$ cat src/rtl/rst_trig_pkg.sv
// Shared constants for the reset trigger block: cause bit layout, IO write
// command bits and the request FSM encoding.
package rst_trig_pkg;

  localparam int CAUSE_W   = 8;
  localparam int CAUSE_POR = 0;
  localparam int CAUSE_SW  = 1;
  localparam int CAUSE_WD  = 2;
  localparam int CAUSE_HW0 = 3;

  localparam int WR_SW   = 0;
  localparam int WR_CLR  = 1;
  localparam int WR_WDLD = 2;
  localparam int WR_KICK = 3;

  typedef enum logic {
    IDLE  = 1'b0,
    PULSE = 1'b1
  } state_e;

endpackage

$ cat src/rtl/rst_trig_wdog.sv
// Watchdog for reset_trig (built only with RST_TRIG_WDOG_EN): a TICK_DIV
// prescaler feeding a 16-bit timeout counter that fires once, then disarms.
module rst_trig_wdog #(
  parameter int TICK_DIV = 50000
) (
  input  logic        clk,
  input  logic        rst_i,
  input  logic        ld_i,
  input  logic        kick_i,
  input  logic [15:0] to_i,
  output logic        expire_o
);

  localparam int PW = (TICK_DIV > 1) ? $clog2(TICK_DIV) : 1;

  logic [PW-1:0] pre_q, pre_d;
  logic [15:0]   to_q, to_d;
  logic [15:0]   cnt_q, cnt_d;
  logic          en_q, en_d;
  logic          tick;

  assign tick     = (pre_q == PW'(TICK_DIV - 1));
  // Fires on the tick that would take the count from 1 to 0.
  assign expire_o = en_q & tick & (cnt_q == 16'd1);

  always_comb begin
    pre_d = tick ? '0 : pre_q + PW'(1);
    to_d  = to_q;
    cnt_d = cnt_q;
    en_d  = en_q;
    if (en_q && tick) cnt_d = cnt_q - 16'd1;
    if (expire_o) en_d = 1'b0;
    if (kick_i) begin
      cnt_d = to_q;
      pre_d = '0;
    end
    if (ld_i) begin
      to_d  = to_i;
      cnt_d = to_i;
      pre_d = '0;
      en_d  = |to_i;
    end
  end

  always_ff @(posedge clk) begin
    if (rst_i) begin
      pre_q <= '0;
      to_q  <= '0;
      cnt_q <= '0;
      en_q  <= 1'b0;
    end else begin
      pre_q <= pre_d;
      to_q  <= to_d;
      cnt_q <= cnt_d;
      en_q  <= en_d;
    end
  end

endmodule

$ cat src/rtl/reset_trig.sv
// Reset request initiator: one PULSE_LEN-cycle active-low request per trigger
// event, with a cause register that survives rst. Watchdog under RST_TRIG_WDOG_EN.
module reset_trig
  import rst_trig_pkg::*;
#(
  parameter int NUM_SRC   = 3,
  parameter int PULSE_LEN = 16,
  parameter int TICK_DIV  = 50000
) (
  input  logic               clk,
  input  logic               rst,
  input  logic               por,
  input  logic               stb,
  input  logic               we,
  input  logic [31:0]        data_in,
  output logic [31:0]        data_out,
  output logic               ack,
  input  logic [NUM_SRC-1:0] trig_in,
  output logic               rst_req_n
);

  localparam int CW = $clog2(PULSE_LEN);

  state_e               state_q, state_d;
  logic [CW-1:0]        cnt_q, cnt_d;
  logic                 req_n_q, req_n_d;
  logic [NUM_SRC-1:0]   trig_q, hw_ev;
  logic [CAUSE_W-1:0]   cause_q, cause_d, ev_bits;
  logic                 wr, sw_ev, clr, wd_ev, any_ev;

  assign wr     = stb & we;
  assign sw_ev  = wr & data_in[WR_SW];
  assign clr    = wr & data_in[WR_CLR];
  assign hw_ev  = trig_in & ~trig_q;
  assign any_ev = |ev_bits;

  assign ev_bits[CAUSE_POR] = 1'b0;
  assign ev_bits[CAUSE_SW]  = sw_ev;
  assign ev_bits[CAUSE_WD]  = wd_ev;

  genvar gi;
  generate
    for (gi = 0; gi < CAUSE_W - CAUSE_HW0; gi++) begin : g_hw
      if (gi < NUM_SRC) begin : g_src
        assign ev_bits[CAUSE_HW0+gi] = hw_ev[gi];
      end else begin : g_pad
        assign ev_bits[CAUSE_HW0+gi] = 1'b0;
      end
    end
  endgenerate

`ifdef RST_TRIG_WDOG_EN
  logic unused_data;
  assign unused_data = ^data_in[15:4];

  rst_trig_wdog #(
    .TICK_DIV (TICK_DIV)
  ) u_wdog (
    .clk      (clk),
    .rst_i    (rst | por),
    .ld_i     (wr & data_in[WR_WDLD]),
    .kick_i   (wr & data_in[WR_KICK]),
    .to_i     (data_in[31:16]),
    .expire_o (wd_ev)
  );
`else
  logic unused_data;
  assign unused_data = ^{data_in[31:2], 32'(TICK_DIV)};
  assign wd_ev = 1'b0;
`endif

  // A clear (or a new request from IDLE) replaces the cause; otherwise
  // events arriving during a pulse accumulate.
  always_comb begin
    cause_d = cause_q;
    if (por) begin
      cause_d = CAUSE_W'(1) << CAUSE_POR;
    end else if (!rst) begin
      if (clr || (state_q == IDLE && any_ev)) cause_d = ev_bits;
      else cause_d = cause_q | ev_bits;
    end
  end

  always_comb begin
    state_d = state_q;
    cnt_d   = cnt_q;
    req_n_d = req_n_q;
    unique case (state_q)
      IDLE: begin
        if (any_ev) begin
          state_d = PULSE;
          cnt_d   = CW'(PULSE_LEN - 1);
          req_n_d = 1'b0;
        end
      end
      PULSE: begin
        req_n_d = 1'b0;
        if (cnt_q == '0) begin
          state_d = IDLE;
          req_n_d = 1'b1;
        end else begin
          cnt_d = cnt_q - CW'(1);
        end
      end
      default: begin
        state_d = IDLE;
        req_n_d = 1'b1;
      end
    endcase
  end

  always_ff @(posedge clk) begin
    if (rst || por) begin
      state_q <= IDLE;
      cnt_q   <= '0;
      req_n_q <= 1'b1;
      trig_q  <= trig_in;
    end else begin
      state_q <= state_d;
      cnt_q   <= cnt_d;
      req_n_q <= req_n_d;
      trig_q  <= trig_in;
    end
  end

  // No reset branch: the cause must outlive the reset it requested.
  always_ff @(posedge clk) begin
    cause_q <= cause_d;
  end

  assign rst_req_n = req_n_q;
  assign ack       = stb;
  assign data_out  = {24'h0, cause_q};

endmodule

$ cat config.mk
export PLATFORM = sky130hd
export DESIGN_NAME = reset_trig
export DESIGN_NICKNAME = d
export VERILOG_FILES = /design/src/rtl/rst_trig_pkg.sv /design/src/rtl/rst_trig_wdog.sv /design/src/rtl/reset_trig.sv
export SDC_FILE = /design/constraint.sdc
export NUM_CORES = 1
export LEC_CHECK = 0
export ABC_AREA = 1
export CAP_MARGIN = 40
export CORE_UTILIZATION = 33
export DETAILED_ROUTE_END_ITERATION = 10
export PLACE_DENSITY = 0.87
export SYNTH_ARGS = -nofsm -noshare
export SYNTH_HDL_FRONTEND = slang
export SYNTH_SLANG_ARGS = --single-unit
$ cat constraint.sdc
create_clock -name clk -period 2.5 [get_ports clk]
set_clock_uncertainty 0.2 [all_clocks]
set_input_delay 0.5 -clock clk [delete_from_list [all_inputs] [get_ports clk]]
set_output_delay 0.5 -clock clk [all_outputs]
set_load 0.02 [all_outputs]
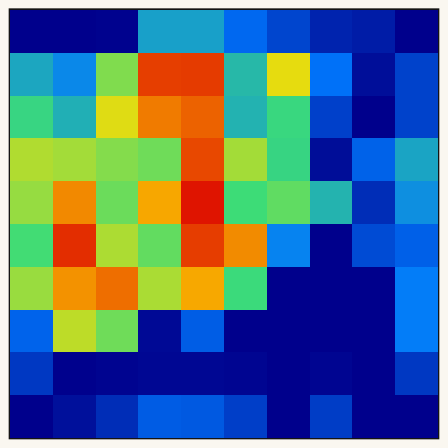
**Above:** cell area per tile.
10 x 10 tiles, from dark blue (low) to red (high), 0 to 100% covered.
mean over tiles: 34%
fullest tile: 98%
tiles over 75% full: 14%
nearly empty tiles: 26%
standard cell core area: 0.002297 mm²
Initial Util: 0.3644
post-route core utilization: 0.4161

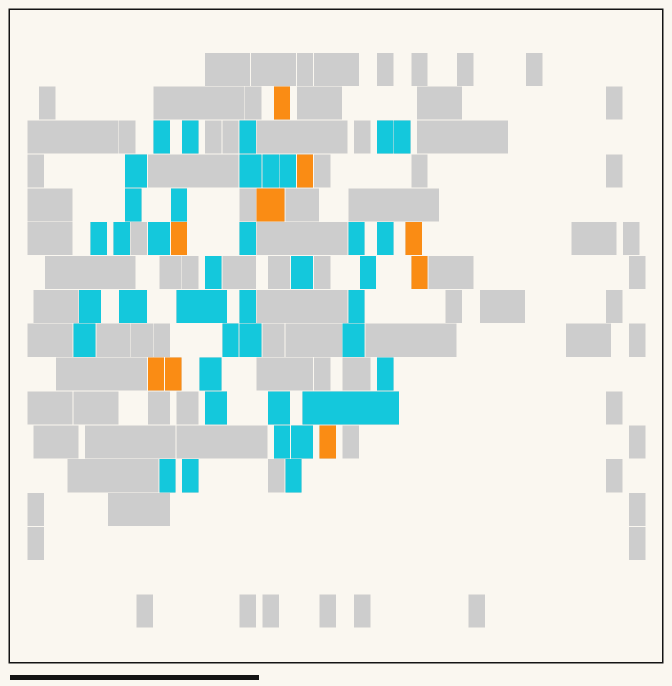
**Above:** gate families picked out.
Bar = 20 µm.
[nor cells] orange | cells: 9 | most used: nor2_1
[nand cells] cyan | cells: 39 | most used: nand2_1
final std cells w/o fill: 161
logic share of the area: 0.4058
most used logic cell in the final layout: conb_1

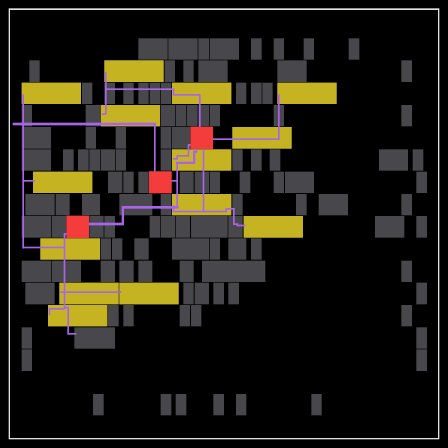
**Above:** clock network drawn from the DEF.
[clock wires] purple | length: 164 µm
[clock-net drivers] red | count: 3
[flip-flops] yellow | count: 14
routed clock nets: 4

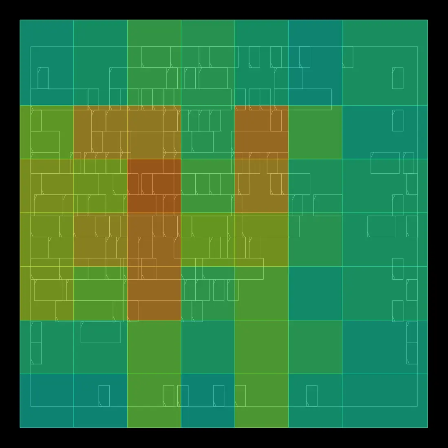
**Above:** congestion heat map.
busiest layer in global routing: met2
met3 Track Usage GR: 0.03478
met1 track demand over resource: 0.1494
overall fraction of global-route tracks in use: 0.1086
routed wire length per instance: 7.789 µm

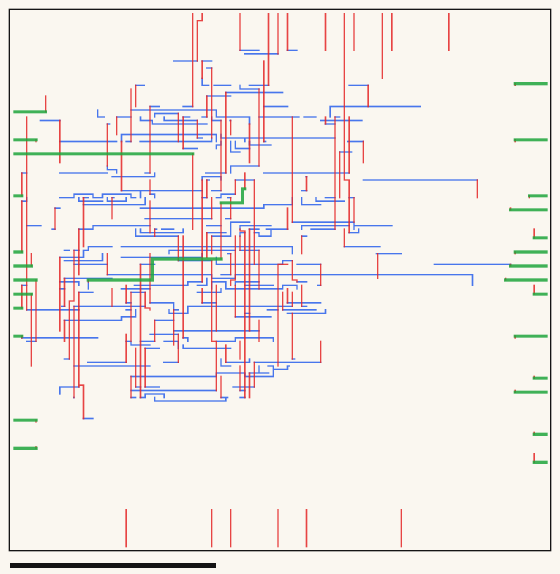
**Above:** signal wires by layer.
Bar = 20 µm.
[M3] green | wire length: 86.2 µm
[M1] blue | wire length: 620 µm
[M2] red | wire length: 548 µm
Total Routed Length: 1.254 mm
via count: 644

==> flow_summary.toml <==
# yosys + openroad results
[run_status]
run_status = "complete, no violations"

[power]
power_switching_share = 0.3112
seq_power_share = 0.459
share_of_total_power_in_the_clock_network = 0.298
ir_drop_mv = 0.2955
total_switching_power_mw = 0.1671
cell_internal_pwr_mw = 0.3697
power.static_leakage_nw = 0.4702
power_density_mw_per_mm2 = 561.6
p_comb_frac = 0.243

[clocking]
cts_tree = "built"
clk-insertion-delay-late_ps = 280
register_clock_pin_slew_on_the_reported_worst_setup_and_hold_paths_ps = 80
cts-buffers-inserted = 3
cts_sinks = 14
post_cts_buffers = 0
cts-resized-gates = 0
postCtsHoldBufs = 0
htree_num_levels = 1
clock_path_buffers = 2
cts-root-buf = "clkbuf_4"

[global_route]
first_global_vias = 516
grt_first_pass_wirelength_mm = 2.159
largest_net_degree_at_the_start_of_global_routing = 9
grt_remaining_overflow = 0
initial_antenna_violation_count = 0

[floorplan]
floorplan.die.height_um = 52.37
die_width_um = 52.37
number_of_cell_rows = 17
ios = 74
design.die.area_mm2 = 0.002742

[synthesis]
syn-cell-area_um2 = 837.1
yosys_warnings = 0
number_of_enable_type_register_cells_in_the_synthesized_netlist = 0
synthFlopType = "dfxtp_1"
post_synth_main_area_contributors = "dfxtp_1 (33%), buf_4 (25%), nand2_1 (11%)"
synth-async-reset-ratio = 0
top_area_frac = 0.3348
synth.avg_cell_area_um2 = 7.279
yosys.stat.chipArea_um2 = 837.1
synth_cell_type_count = 15
top_cells_by_count = "buf_4 (28), nand2_1 (24), inv_1 (15)"
yosys.area.top_type = "dfxtp_1"
synthMostInstantiatedCell = "buf_4"
synthesis.instances = 115
synth-seq-cells = 14
synth_stat.cells = 115
synth_seq_share = 0.3348

[flow_run]
warnings = 57
maxCapViolCount = 0

[critical_path]
family_with_the_most_delay_on_the_worst_path = "buffers and inverters"
setup.worst_path.end_class = "primary output"
critical_path_required_ps = 1800
cpMaxStageDelayCell = "clkdlybuf4s50_1"
critPathMaxStageDelay_ps = 640
timing.critical_path.depth = 2
cp_num_buf_inv = 2
critical_path.cell_chain = "clkdlybuf4s50_1, clkdlybuf4s50_1"
setup.worst_path.class = "in -> out"
cell_depth_of_the_worst_flop_to_flop_path = 6
critical_path.most_common_cell = "clkdlybuf4s50_1"
worstPathMaxFanout = 4
critical_path_arrival_ps = 1700
worstSetupStartpointType = "input port"

[final_layout]
layout.filler_cells = 248
diodes = 0
layout.area.comb_um2 = 387.9
sequential_cell_area_um2 = 280.3
post_route_cells_drive_above_1_share = 0.05263
layout_stage_area_growth_over_the_synthesis_result_pct = 14.20
final_nets = 176

[routing]
viasPerCell = 4.000
drt_drc_violations_left = 0
antenna_left = 0
dr.first_iter.drc_count = 8
number_of_search_and_repair_iterations_in_the_first_detailed_routing_pass = 4

[final_timing]
unrepaired_setup_endpoints_after_global_routing = "false"
setup_slack_ps = 95.89
timing.final.hold_violations = 0
fmaxAchievable_mhz = 416.0
report.final.setup_viol = 0
setup_total_negative_slack_ps = 0
slew_viol_final = 0
timing.final.crit_share = 0.9616
finalCriticalPeriod_ps = 2404

[place]
post_place_setup_slack_ps = 97.03
io_buffer_count = 16
detailed_place_hpwl_mm = 1.027
gp_congestion = 0.7757

[hold_path]
holdCritPathClass = "reg -> reg"
whs_path_depth = 2
-- metrics by stage --
step / hold slack, ps / utilization / cells / area [µm²] / power [mW]
floorplan: 252.1 / - / 141 / 934.6 / 0.3748
global placement: 231.3 / 0.4003 / 157 / 919.6 / 0.3801
detailed placement: 240.9 / 0.4003 / 157 / 919.6 / 0.3821
CTS: 256.7 / 0.4161 / 161 / 955.9 / 0.5425
global route: 307.0 / 0.4161 / 161 / 955.9 / 0.5748
finish: 257.5 / 0.4161 / 161 / 955.9 / 0.5368
-- per-layer routing --
layer	vias up	GRT usage	wire length, µm
met5	-	0	0
met4	0	0.03947	0
met3	0	0.03478	86
met2	30	0.1561	547
met1	274	0.1494	620
li1	340	-	-
-- worst paths after layout --
kind | slack [ps] | endpoint | start
worst max-delay path | 100 | ack | stb
worst min-delay path | 260 | cause_q[0]$_SDFFE_PP1P_ | cause_q[0]$_SDFFE_PP1P_
worst max register to register | 1080 | cnt_q[2]$_SDFFE_PP0P_ | cnt_q[0]$_SDFFE_PP0P_
worst min register to register | 260 | cause_q[0]$_SDFFE_PP1P_ | cause_q[0]$_SDFFE_PP1P_
-- tightest hold or removal path: stages, from the launching register on --
cell and delay, ps:
dfxtp_1 320, nand2_1 60, nand2_1 40
-- flip-flops by register name, summed over array words and instances (netlist names) --
signal,cells
cause_q,5
cnt_q,4
rst_req_n,1
state_q,1
trig_q,3
-- cell usage in the layout (no fill, tap or decap) --
cell type / instances
conb_1: 27
nand2_1: 24
clkdlybuf4s50_1: 16
inv_1: 15
dfxtp_1: 14
nand3_1: 12
nor2_1: 8
a21oi_1: 5
clkbuf_4: 3
ha_1: 2
nand4_4: 1
nand2_4: 1
nor2_2: 1
o21ai_0: 1
or2_0: 1
nand4_1: 1
clkbuf_8: 1
-- area by class of cell --
| type | count | area share |
|---|---|---|
| multi-input cells | 84 | 0.4058 |
| flip-flops and latches | 14 | 0.2932 |
| repair buffers | 16 | 0.1675 |
| well taps | 28 | 0.03665 |
| clock buffers | 4 | 0.03796 |
| inverters | 15 | 0.05890 |
-- power by group through the flow --
stage / Sequential [mW] / Combinational [mW] / Clock, mW
2_1_floorplan: 0.258 / 0.117 / 0
3_3_place_gp: 0.251 / 0.129 / 0
3_5_place_dp: 0.252 / 0.130 / 0
4_1_cts: 0.247 / 0.131 / 0.165
5_1_grt: 0.249 / 0.147 / 0.179
6_report: 0.246 / 0.131 / 0.160
-- logic make-up after synthesis --
group	after synthesis	share of synthesized area
other	1	0.004480
and+or+nand+nor	49	0.2766
AOI/OAI and AO/OA	6	0.03586
DFF	14	0.3348
adders and majority gates	2	0.02989
buffers and inverters	43	0.3184
Power is estimated from default activity; no workload was simulated.
